File: src/rtl/pipe_stage_buf_if.sv
// Valid/ready handshake bundle for pipe_stage_buf: upstream (in_*) and downstream (out_*) sides.
// The stage itself uses the slave modport; its producer/consumer environment uses master.
interface pipe_stage_buf_if #(
    parameter int DATA_W = 32
) ();
    logic              in_valid;
    logic              in_ready;
    logic [DATA_W-1:0] in_data;
    logic              out_valid;
    logic              out_ready;
    logic [DATA_W-1:0] out_data;

    modport slave (
        input  in_valid,
        input  in_data,
        input  out_ready,
        output in_ready,
        output out_valid,
        output out_data
    );

    modport master (
        output in_valid,
        output in_data,
        output out_ready,
        input  in_ready,
        input  out_valid,
        input  out_data
    );
endinterface

File: src/rtl/pipe_stage_buf.sv
// Two-entry skid-buffer pipeline stage with registered in_ready, flush-to-bubble and optional
// backpressure statistics counter enabled by the PIPE_STAGE_STATS_EN macro.
module pipe_stage_buf #(
    parameter int                 DATA_W = 32,
    parameter logic [DATA_W-1:0]  BUBBLE = {DATA_W{1'b0}}
) (
    input  logic                  clk,
    input  logic                  rst_n,
    input  logic                  flush,
    pipe_stage_buf_if.slave       bus,
    output logic [15:0]           stall_cnt
);

    typedef enum logic [1:0] {
        ST_EMPTY = 2'd0,
        ST_ONE   = 2'd1,
        ST_FULL  = 2'd2
    } state_t;

    state_t             r_state;
    state_t             w_state_nxt;
    logic [DATA_W-1:0]  r_main;
    logic [DATA_W-1:0]  w_main_nxt;
    logic [DATA_W-1:0]  r_skid;
    logic [DATA_W-1:0]  w_skid_nxt;
    logic               r_out_valid;
    logic               r_in_ready;
    logic               w_in_fire;
    logic               w_out_fire;

    assign w_in_fire  = bus.in_valid & r_in_ready;
    assign w_out_fire = r_out_valid & bus.out_ready;

    assign bus.in_ready  = r_in_ready;
    assign bus.out_valid = r_out_valid;
    assign bus.out_data  = r_main;

    // Next-state and datapath selection; flush squashes both entries regardless of handshakes.
    always_comb begin
        w_state_nxt = r_state;
        w_main_nxt  = r_main;
        w_skid_nxt  = r_skid;
        if (flush) begin
            w_state_nxt = ST_EMPTY;
            w_main_nxt  = BUBBLE;
            w_skid_nxt  = BUBBLE;
        end else begin
            case (r_state)
                ST_EMPTY: begin
                    if (w_in_fire) begin
                        w_state_nxt = ST_ONE;
                        w_main_nxt  = bus.in_data;
                    end else begin
                        w_state_nxt = ST_EMPTY;
                    end
                end
                ST_ONE: begin
                    if (w_in_fire && w_out_fire) begin
                        w_main_nxt  = bus.in_data;
                    end else if (w_in_fire) begin
                        w_state_nxt = ST_FULL;
                        w_skid_nxt  = bus.in_data;
                    end else if (w_out_fire) begin
                        w_state_nxt = ST_EMPTY;
                        w_main_nxt  = BUBBLE;
                    end else begin
                        w_state_nxt = ST_ONE;
                    end
                end
                ST_FULL: begin
                    if (w_out_fire) begin
                        w_state_nxt = ST_ONE;
                        w_main_nxt  = r_skid;
                        w_skid_nxt  = BUBBLE;
                    end else begin
                        w_state_nxt = ST_FULL;
                    end
                end
                default: begin
                    w_state_nxt = ST_EMPTY;
                    w_main_nxt  = BUBBLE;
                    w_skid_nxt  = BUBBLE;
                end
            endcase
        end
    end

    // State, entries and handshake outputs, all derived from next-state so no comb path exists.
    always_ff @(posedge clk or negedge rst_n) begin
        if (!rst_n) begin
            r_state     <= ST_EMPTY;
            r_main      <= BUBBLE;
            r_skid      <= BUBBLE;
            r_out_valid <= 1'b0;
            r_in_ready  <= 1'b1;
        end else begin
            r_state     <= w_state_nxt;
            r_main      <= w_main_nxt;
            r_skid      <= w_skid_nxt;
            r_out_valid <= (w_state_nxt != ST_EMPTY);
            r_in_ready  <= (w_state_nxt != ST_FULL);
        end
    end

`ifdef PIPE_STAGE_STATS_EN
    logic [15:0] r_stall_cnt;

    // Saturating count of cycles where downstream holds off a valid word; flush does not clear it.
    always_ff @(posedge clk or negedge rst_n) begin
        if (!rst_n) begin
            r_stall_cnt <= 16'h0000;
        end else if (r_out_valid && !bus.out_ready && (r_stall_cnt != 16'hFFFF)) begin
            r_stall_cnt <= r_stall_cnt + 16'h0001;
        end else begin
            r_stall_cnt <= r_stall_cnt;
        end
    end

    assign stall_cnt = r_stall_cnt;
`else
    assign stall_cnt = 16'h0000;
`endif

endmodule

File: src/flat_wrapper.sv
// flat-port wrapper written by rule: the top's interface ports become plain ports
module pipe_stage_buf_flat 
#(
    parameter int                 DATA_W = 32,
    parameter logic [DATA_W-1:0]  BUBBLE = {DATA_W{1'b0}}
)
  (clk, rst_n, flush, stall_cnt, bus_in_valid, bus_in_data, bus_out_ready, bus_in_ready, bus_out_valid, bus_out_data);
  pipe_stage_buf_if #(.DATA_W(DATA_W)) bus_i ();
  input  logic clk;
  input  logic rst_n;
  input  logic flush;
  output logic [15:0] stall_cnt;
  input wire logic [$bits(bus_i.in_valid)-1:0] bus_in_valid;
  input wire logic [$bits(bus_i.in_data)-1:0] bus_in_data;
  input wire logic [$bits(bus_i.out_ready)-1:0] bus_out_ready;
  output wire logic [$bits(bus_i.in_ready)-1:0] bus_in_ready;
  output wire logic [$bits(bus_i.out_valid)-1:0] bus_out_valid;
  output wire logic [$bits(bus_i.out_data)-1:0] bus_out_data;
  assign bus_i.in_valid = bus_in_valid;
  assign bus_i.in_data = bus_in_data;
  assign bus_i.out_ready = bus_out_ready;
  assign bus_in_ready = bus_i.in_ready;
  assign bus_out_valid = bus_i.out_valid;
  assign bus_out_data = bus_i.out_data;
  pipe_stage_buf #(.DATA_W(DATA_W), .BUBBLE(BUBBLE)) u_core (.clk(clk), .rst_n(rst_n), .flush(flush), .bus(bus_i), .stall_cnt(stall_cnt));
endmodule
File: config.mk
export PLATFORM = sky130hd
export DESIGN_NAME = pipe_stage_buf_flat
export DESIGN_NICKNAME = d
export VERILOG_FILES = /design/src/rtl/pipe_stage_buf_if.sv /design/src/rtl/pipe_stage_buf.sv /design/src/flat_wrapper.sv
export SDC_FILE = /design/constraint.sdc
export NUM_CORES = 1
export LEC_CHECK = 0
export CAP_MARGIN = 20
export CORE_ASPECT_RATIO = 1.75
export CORE_MARGIN = 2
export CORE_UTILIZATION = 53
export DETAILED_ROUTE_END_ITERATION = 16
export PLACE_DENSITY_LB_ADDON = 0.2
export SLEW_MARGIN = 10
export SYNTH_ARGS = -nofsm -noshare
export SYNTH_HDL_FRONTEND = slang
export SYNTH_SLANG_ARGS = --single-unit
File: constraint.sdc
create_clock -name clk -period 3.7 [get_ports clk]
set_input_delay 0.74 -clock clk [delete_from_list [all_inputs] [get_ports clk]]
set_output_delay 0.74 -clock clk [all_outputs]
set_load 0.01 [all_outputs]
Wiring by layer:
Drawn at 3 px/µm. Two of the layers only.
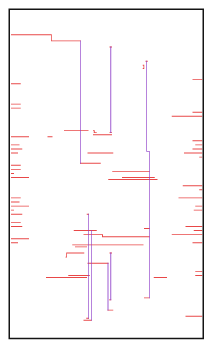
[M4] purple | wire length: 245 µm
[M3] red | wire length: 346 µm

==> flow_metrics.env <==
# implementation run metrics
export IMPL_status="finished, final reports clean"
export IMPL_number_of_iterations_in_the_first_detailed_routing_pass=4
export IMPL_grt_max_degree=36
export IMPL_synthTopCellsByArea="sky130_fd_sc_hd__dfrtp_1 (50%), sky130_fd_sc_hd__a22o_1 (17%), sky130_fd_sc_hd__mux2i_1 (9.6%)"
export IMPL_max_freq_mhz=428
export IMPL_placed_wire_length_estimate_um=4940
export IMPL_clkSlewWorstSetupHoldPaths_ns=0.07
export IMPL_min_period_ns=2.34
export IMPL_final_signal_buffer_count=77
export IMPL_cts_path_max_buffers=2
export IMPL_number_of_ordinary_inverters_in_the_final_layout=1
export IMPL_routed_wl_um=7770
export IMPL_first_iter_violations=137
export IMPL_drv_cap=0
export IMPL_initial_core_util_pct=54.3
export IMPL_grt_total_usage_pct=23.5
export IMPL_synth_top_cell_by_count="sky130_fd_sc_hd__dfrtp_1"
export IMPL_hold_buffer_count_at_cts=0
export IMPL_floorplan_die_area_um2=7000
export IMPL_register_to_register_path_setup_slack_ns=1.36
export IMPL_cp_arrival_ns=2.62
export IMPL_gp_congestion=0.753
export IMPL_initial_antenna_violation_count=0
export IMPL_postCtsSetupBuffers=0
export IMPL_comb_area_share_pct=34.6
export IMPL_number_of_enable_flip_flop_cells=0
export IMPL_design_core_area_um2=6180
export IMPL_setup_worst_path_start_class="register"
export IMPL_mux_area_share_pct=9.55
export IMPL_h_tree_depth=3
export IMPL_place_area_um2=4000
export IMPL_seq_area_share_pct=40.9
export IMPL_synth_chip_area_um2=3350
export IMPL_synthTopCellsByCount="sky130_fd_sc_hd__dfrtp_1 (67), sky130_fd_sc_hd__a22o_1 (64), sky130_fd_sc_hd__o2bb2ai_1 (33), sky130_fd_sc_hd__mux2i_1 (32), sky130_fd_sc_hd__buf_4 (19)"
export IMPL_worstReg2RegEnd="u_core.bus.out_data[4]"
export IMPL_buffer_ports_inserted=70
export IMPL_max_slew_worst_pin_slew_ns=0.824
export IMPL_cts_buffers=9
export IMPL_clock_area_share_pct=4.05
export IMPL_top_area_cell_share_pct=50.0
export IMPL_dominant_cells="registers"
export IMPL_cts_tree="yes"
export IMPL_mappedNetlistArea_um2=3350
export IMPL_setup_repair_after_global_routing_missed_its_margin="false"
export IMPL_timing_critical_path_fanout_max=32
export IMPL_final_common_cell="sky130_fd_sc_hd__clkdlybuf4s50_1"
export IMPL_dr_total_vias=2436
export IMPL_nNetsFinal=364
export IMPL_synth_adder_area_share_pct=0
export IMPL_final_area_um2=4170
export IMPL_first_pass_grt_wire_length_um=12600
export IMPL_die_h_um=109
export IMPL_fin_util_pct=67.4
export IMPL_synth_compound_area_share_pct=27.2
export IMPL_timing_rr_start="u_core.r_state[0]"
export IMPL_stage_log_warnings=26
export IMPL_drc=0
export IMPL_timing_hold_violations_final=0
export IMPL_n_clock_buffer=13
export IMPL_final_cell_mix="sky130_fd_sc_hd__clkdlybuf4s50_1 (69), sky130_fd_sc_hd__dfrtp_1 (66), sky130_fd_sc_hd__a22o_1 (64)"
export IMPL_insertion_delay_of_the_later_clocked_pin_in_the_worst_skew_pair_ns=0.34
export IMPL_synthSimpleGateAreaFrac_pct=3.66
export IMPL_grt_ovfl_total=0
export IMPL_ys_async_sr_fraction_pct=100
export IMPL_area_leader_netlist="sky130_fd_sc_hd__dfrtp_1"
export IMPL_die_width_um=64.1
export IMPL_clock_sink_count=68
export IMPL_final_hold_worst_slack_ns=0.417
export IMPL_synth_area_per_cell_um2=12.7
export IMPL_signed_area_change_from_the_synthesized_netlist_to_the_final_layout_pct=24.3
export IMPL_crit_path_end="u_core.bus.out_data[4]"
export IMPL_detail_route_vias_per_cell=5.93
export IMPL_io_pins=87
export IMPL_totalNegativeSetupSlack_ns=0
export IMPL_ys_seq_share_pct=50.8
export IMPL_crit_path_start="u_core.r_state[0]"
export IMPL_cells_yosys=263
export IMPL_postSynthRegisterBits=68
export IMPL_logic_gate_count=170
export IMPL_timing_worst_setup_path_type="reg2reg"
export IMPL_well_tap_count=80
export IMPL_cellPowerDensity_nw_per_um2=436
export IMPL_placed_cells_incl_taps=396
export IMPL_finClkSkew_ns=0.00569
export IMPL_yosys_most_used_dff="sky130_fd_sc_hd__dfrtp_1"
export IMPL_combGateArea_um2=1440
export IMPL_total_leakage_power_uw=0.00177
Ports around the boundary:
Drawn at 4 px/µm. Pins as bars across the die edge, other pins in gray.
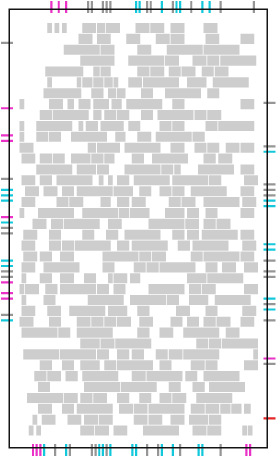
[stall_cnt] magenta | pins: 16 | direction: output | edge: 7 left, 5 bottom, 3 top, 1 right
[rst_n] red | pins: 1 | direction: input | edge: right
[bus_in_data] cyan | pins: 32 | direction: input | edge: 11 bottom, 7 right, 7 top, 7 left

[sequential cells by signal, indices dropped and copies added, names as in the netlist]
register / cells
u_core.bus.in_ready: 1
u_core.r_state: 2
u_core.bus.out_valid: 1
u_core.r_skid: 32
u_core.bus.out_data: 32
[worst min path at each step]
stage          slack [ns]                       to              start
3_5_place_dp         0.49         u_core.r_skid[0]   u_core.r_skid[0]
5_1_grt              0.46        u_core.r_skid[25]              rst_n
3_3_place_gp         0.49        u_core.r_skid[11]  u_core.r_skid[11]
2_1_floorplan        0.44   u_core.bus.out_data[0]              rst_n
4_1_cts              0.43  u_core.bus.out_data[28]              rst_n
6_report             0.42  u_core.bus.out_data[28]              rst_n
[worst max-delay path, stage by stage (launching register included)]
cell and delay (ns):
sky130_fd_sc_hd__dfrtp_1 0.55, sky130_fd_sc_hd__buf_4 0.41, sky130_fd_sc_hd__xnor2_1 0.16, sky130_fd_sc_hd__o2bb2ai_1 0.17
sky130_fd_sc_hd__nor2b_4 0.71, sky130_fd_sc_hd__a22o_1 0.27
[metrics by stage]
| step | worst slack, ns | power (µW) |
|---|---|---|
| after floorplan | 2.00 | 1120 |
| after global placement | 1.03 | 1280 |
| after detailed placement | 1.02 | 1290 |
| after CTS | 1.36 | 1830 |
| after global routing | 1.19 | 1890 |
| final | 1.36 | 1820 |
[report_power, final]
part	internal, µW	switching [µW]
logic	209	211
clock network	274	265
registers	804	52.1
[metal layers]
metal | GRT usage, % | up-vias | routed length [µm]
met5 | 0 | - | 0
met4 | 13.1 | 0 | 245
met3 | 4.13 | 17 | 346
met2 | 39.6 | 88 | 4110
met1 | 28.2 | 1219 | 3060
li1 | - | 1112 | -
Power figures rest on the tool's default switching activity, not on a simulated workload.
